`config.mk`:
```
export PLATFORM = sky130hd
export DESIGN_NAME = addsub_pipe
export DESIGN_NICKNAME = d
export VERILOG_FILES = /design/src/rtl/addsub_pkg.sv /design/src/rtl/addsub_chunk.sv /design/src/rtl/addsub_pipe.sv
export SDC_FILE = /design/constraint.sdc
export NUM_CORES = 1
export LEC_CHECK = 0
export CAP_MARGIN = 20
export CELL_PAD_IN_SITES_DETAIL_PLACEMENT = 1
export CELL_PAD_IN_SITES_GLOBAL_PLACEMENT = 1
export CORE_MARGIN = 10
export CORE_UTILIZATION = 39
export CTS_CLUSTER_DIAMETER = 40
export DETAILED_ROUTE_END_ITERATION = 6
export PLACE_DENSITY_LB_ADDON = 0.05
export SLEW_MARGIN = 0
export SYNTH_ARGS = -nofsm -noshare
export SYNTH_HDL_FRONTEND = slang
export SYNTH_HIERARCHICAL = 1
export SYNTH_SLANG_ARGS = --single-unit
```
`constraint.sdc`:
```
create_clock -name clk -period 3.8 [get_ports clk]
set_input_delay 0.76 -clock clk [delete_from_list [all_inputs] [get_ports clk]]
set_output_delay 0.76 -clock clk [all_outputs]
set_load 0.05 [all_outputs]
```
`src/rtl/addsub_pkg.sv`:
```
// Shared constants and helpers for the pipelined adder-subtractor.
package addsub_pkg;

  localparam logic OP_ADD = 1'b0;
  localparam logic OP_SUB = 1'b1;

  // The saturation limits are computed at this width and then cast down.
  localparam int unsigned SAT_MAX_W = 64;
  localparam logic [SAT_MAX_W-1:0] SAT_ONE = {{(SAT_MAX_W-1){1'b0}}, 1'b1};

  // Signed limit for a given width: most negative when neg=1, else most positive.
  function automatic logic [SAT_MAX_W-1:0] sat_limit(input int unsigned width, input logic neg);
    logic [SAT_MAX_W-1:0] msb;
    msb = SAT_ONE << (width - 1);
    return neg ? msb : (msb - SAT_ONE);
  endfunction

  // Pipeline geometry check, evaluated at elaboration.
  function automatic bit geometry_ok(input int unsigned width, input int unsigned stages);
    return (width >= 2) && (stages != 0) && (stages <= width) && ((width % stages) == 0);
  endfunction

endpackage

```
`src/rtl/addsub_chunk.sv`:
```
// Combinational CW-bit full adder slice with carry out and signed-overflow at its MSB.
module addsub_chunk
  import addsub_pkg::*;
#(
  parameter int unsigned CW = 4
) (
  input  logic [CW-1:0] a,
  input  logic [CW-1:0] b,
  input  logic          cin,
  output logic [CW-1:0] s,
  output logic          cout,
  output logic          msb_ovf
);

  logic [CW:0] sum;

  assign sum     = {1'b0, a} + {1'b0, b} + {{CW{1'b0}}, cin};
  assign s       = sum[CW-1:0];
  assign cout    = sum[CW];
  assign msb_ovf = (a[CW-1] == b[CW-1]) && (sum[CW-1] != a[CW-1]);

endmodule

```
`src/rtl/addsub_pipe.sv`:
```
// Pipelined two's-complement adder-subtractor, one CW-bit chunk per stage, valid/ready on both sides.
// Optional build macro ADDSUB_PIPE_SAT_EN saturates s to the signed limit on overflow.
module addsub_pipe
  import addsub_pkg::*;
#(
  parameter int unsigned WIDTH  = 16,
  parameter int unsigned STAGES = 4
) (
  input  logic             clk,
  input  logic             rst_n,
  input  logic             in_valid,
  output logic             in_ready,
  input  logic [WIDTH-1:0] a,
  input  logic [WIDTH-1:0] b,
  input  logic             sub,
  output logic             out_valid,
  input  logic             out_ready,
  output logic [WIDTH-1:0] s,
  output logic             cout,
  output logic             ovf
);

  localparam int unsigned CW = WIDTH / STAGES;

  if (!geometry_ok(WIDTH, STAGES)) begin : g_bad_geometry
    $error("addsub_pipe: WIDTH must be >= 2 and an exact multiple of STAGES");
  end

  logic adv;

  // Level k holds an operation before chunk k is resolved: operands, carry-in and lower sum chunks.
  logic [STAGES-1:0] v_r;
  logic [STAGES-1:0] c_r;
  logic [WIDTH-1:0]  a_r [STAGES];
  logic [WIDTH-1:0]  b_r [STAGES];
  logic [WIDTH-1:0]  s_r [STAGES];

  logic [CW-1:0]     sum_c   [STAGES];
  logic              carry_c [STAGES];
  logic              ovf_c   [STAGES];

  assign adv      = out_ready || !out_valid;
  assign in_ready = adv;

  always_ff @(posedge clk or negedge rst_n) begin
    if (!rst_n) begin
      v_r[0] <= 1'b0;
      c_r[0] <= 1'b0;
      a_r[0] <= '0;
      b_r[0] <= '0;
      s_r[0] <= '0;
    end else if (adv) begin
      v_r[0] <= in_valid;
      c_r[0] <= (sub == OP_SUB);
      a_r[0] <= a;
      b_r[0] <= (sub == OP_SUB) ? ~b : b;
      s_r[0] <= '0;
    end
  end

  for (genvar k = 0; k < STAGES; k++) begin : g_stage
    logic [WIDTH-1:0] s_merged;

    addsub_chunk #(.CW(CW)) u_chunk (
      .a       (a_r[k][k*CW +: CW]),
      .b       (b_r[k][k*CW +: CW]),
      .cin     (c_r[k]),
      .s       (sum_c[k]),
      .cout    (carry_c[k]),
      .msb_ovf (ovf_c[k])
    );

    always_comb begin
      s_merged              = s_r[k];
      s_merged[k*CW +: CW]  = sum_c[k];
    end

    if (k < STAGES - 1) begin : g_mid
      always_ff @(posedge clk or negedge rst_n) begin
        if (!rst_n) begin
          v_r[k+1] <= 1'b0;
          c_r[k+1] <= 1'b0;
          a_r[k+1] <= '0;
          b_r[k+1] <= '0;
          s_r[k+1] <= '0;
        end else if (adv) begin
          v_r[k+1] <= v_r[k];
          c_r[k+1] <= carry_c[k];
          a_r[k+1] <= a_r[k];
          b_r[k+1] <= b_r[k];
          s_r[k+1] <= s_merged;
        end
      end
    end else begin : g_last
      logic [WIDTH-1:0] s_final;

`ifdef ADDSUB_PIPE_SAT_EN
      // Overflow direction follows A's sign: positive A can only overflow upward.
      assign s_final = ovf_c[k] ? WIDTH'(sat_limit(WIDTH, a_r[k][WIDTH-1])) : s_merged;
`else
      assign s_final = s_merged;
`endif

      always_ff @(posedge clk or negedge rst_n) begin
        if (!rst_n) begin
          out_valid <= 1'b0;
          s         <= '0;
          cout      <= 1'b0;
          ovf       <= 1'b0;
        end else if (adv) begin
          out_valid <= v_r[k];
          s         <= s_final;
          cout      <= carry_c[k];
          ovf       <= ovf_c[k];
        end
      end
    end
  end

endmodule

```
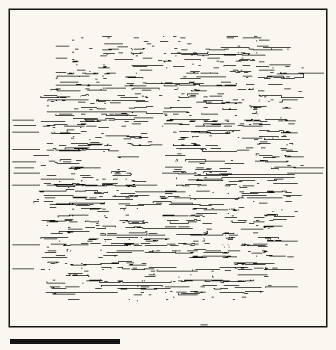
Figure 1: metal 1.
Scale bar: 50 µm.
The layer holds 47% of the routed length. 451 nets have wire on it. The layer carries 4630 µm of wire.

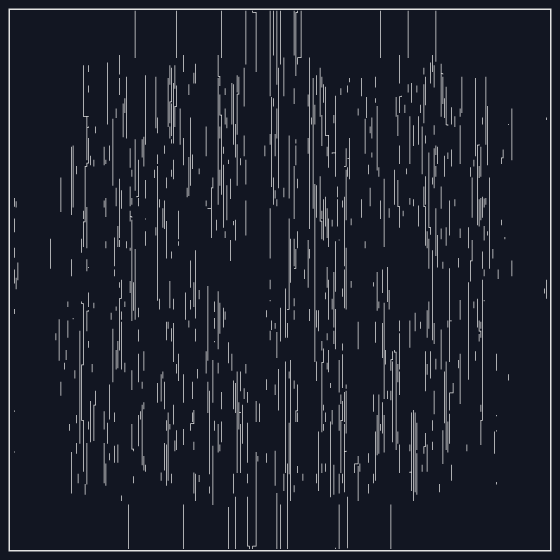
Figure 2: signal wires on met2.
The layer holds 47% of the routed length. 449 nets have wire on it. The wires run mostly vertical.

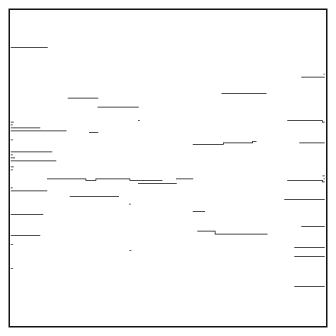
Figure 3: M3 wires.
The wires run mostly horizontal. The layer holds 5.0% of the routed length. The longest straight run is 25.1 µm. 31 nets have wire on it. The layer carries 500 µm of wire.

==> results.json <==
{
  "drtIter0Drc": 77,
  "drive_above_1_share_pct": 39.41,
  "status": "finished, final reports clean",
  "drt_wl_total_um": 9930,
  "drv_cap": 0,
  "end_kind": "output pin",
  "stdcell_count": 627,
  "core_um2": 15090,
  "htree_levels": 4,
  "fp_nets": 420,
  "grt_pass1_wl_um": 17030,
  "grt_use_total_pct": 10.68,
  "firstDrtPassIters": 3,
  "num_antenna_cells": 0,
  "worst_pin_slew_ps": 916.0,
  "path_depth": 1,
  "final_area_um2": 7295,
  "max_stage_delay_ps": 830,
  "crit_chain": "clkdlybuf4s50_1",
  "vias": 2927,
  "first_global_vias": 3364,
  "antenna_found_initial": 0,
  "cts_max_path_buffers": 2,
  "comb_area_um2": 2487
}
==> metal layers <==
metal  vias up  GRT usage (%)  wire [µm]
met2        48          15.70       4624
met5         -              0          0
li1       1363              -          -
met4         0          5.481        177
met3        13          4.224        499
met1      1503          13.29       4628
==> cells in the final DEF, fill, tap and decap left out <==
cell type,count
mux2_4,79
buf_12,1
nand2b_4,1
clkinv_2,5
clkbuf_1,2
ha_1,12
clkbuf_8,3
inv_1,16
clkinvlp_4,2
clkdlybuf4s50_1,54
xor2_1,16
nand2b_1,5
nor2_1,1
clkbuf_16,17
buf_4,4
fa_1,8
a21oi_4,4
a21o_1,4
nor2b_1,5
mux2_2,52
buf_16,1
buf_6,1
bufinv_16,3
o21ai_0,4
xnor2_1,8
dfrtp_1,131
==> stage by stage <==
step | hold WS (ps) | util (%) | setup WS [ps]
after floorplan | 430.5 | - | 1712
after global placement | 477.4 | 44.15 | 1224
after detailed placement | 448.3 | 44.15 | 1187
after CTS | 477.3 | 48.16 | 1373
after global routing | 203.0 | 48.34 | 1327
final | 206.1 | 48.34 | 1404
==> report_power, final <==
part | switching [mW] | internal (mW) | total [mW] | leakage [nW]
combinational | 1.22 | 1.59 | 2.81 | 1.57
clock | 0.590 | 1.08 | 1.67 | 0.296
sequential | 0.371 | 2.04 | 2.41 | 1.53
==> final timing paths <==
check,from,to,slack [ps]
min in group clk,v_r[3],out_valid,470
min reg2reg,v_r[3],out_valid,470
max,out_valid,out_valid,1400
min,rst_n,a_r[56],210
max reg2reg,a_r[12],ovf,1870
max in group asynchronous,rst_n,cout,2700
==> registers in the layout, indices dropped and copies added (netlist names) <==
name                    flops
a_r                        40
b_r                        40
c_r                         4
cout                        1
g_stage.g_last.s_final     12
g_stage.s_merged           12
out_valid                   1
ovf                         1
s                          16
v_r                         4
==> layout make-up <==
type	instances	area share [%]
well taps	188	3.225
flip-flops and latches	131	44.94
clock inverters	10	1.784
multi-input cells	199	34.10
repair buffers	61	8.628
inverters	16	0.8233
clock buffers	22	6.501
No activity file was given, so power comes from the tool's default toggle rates.
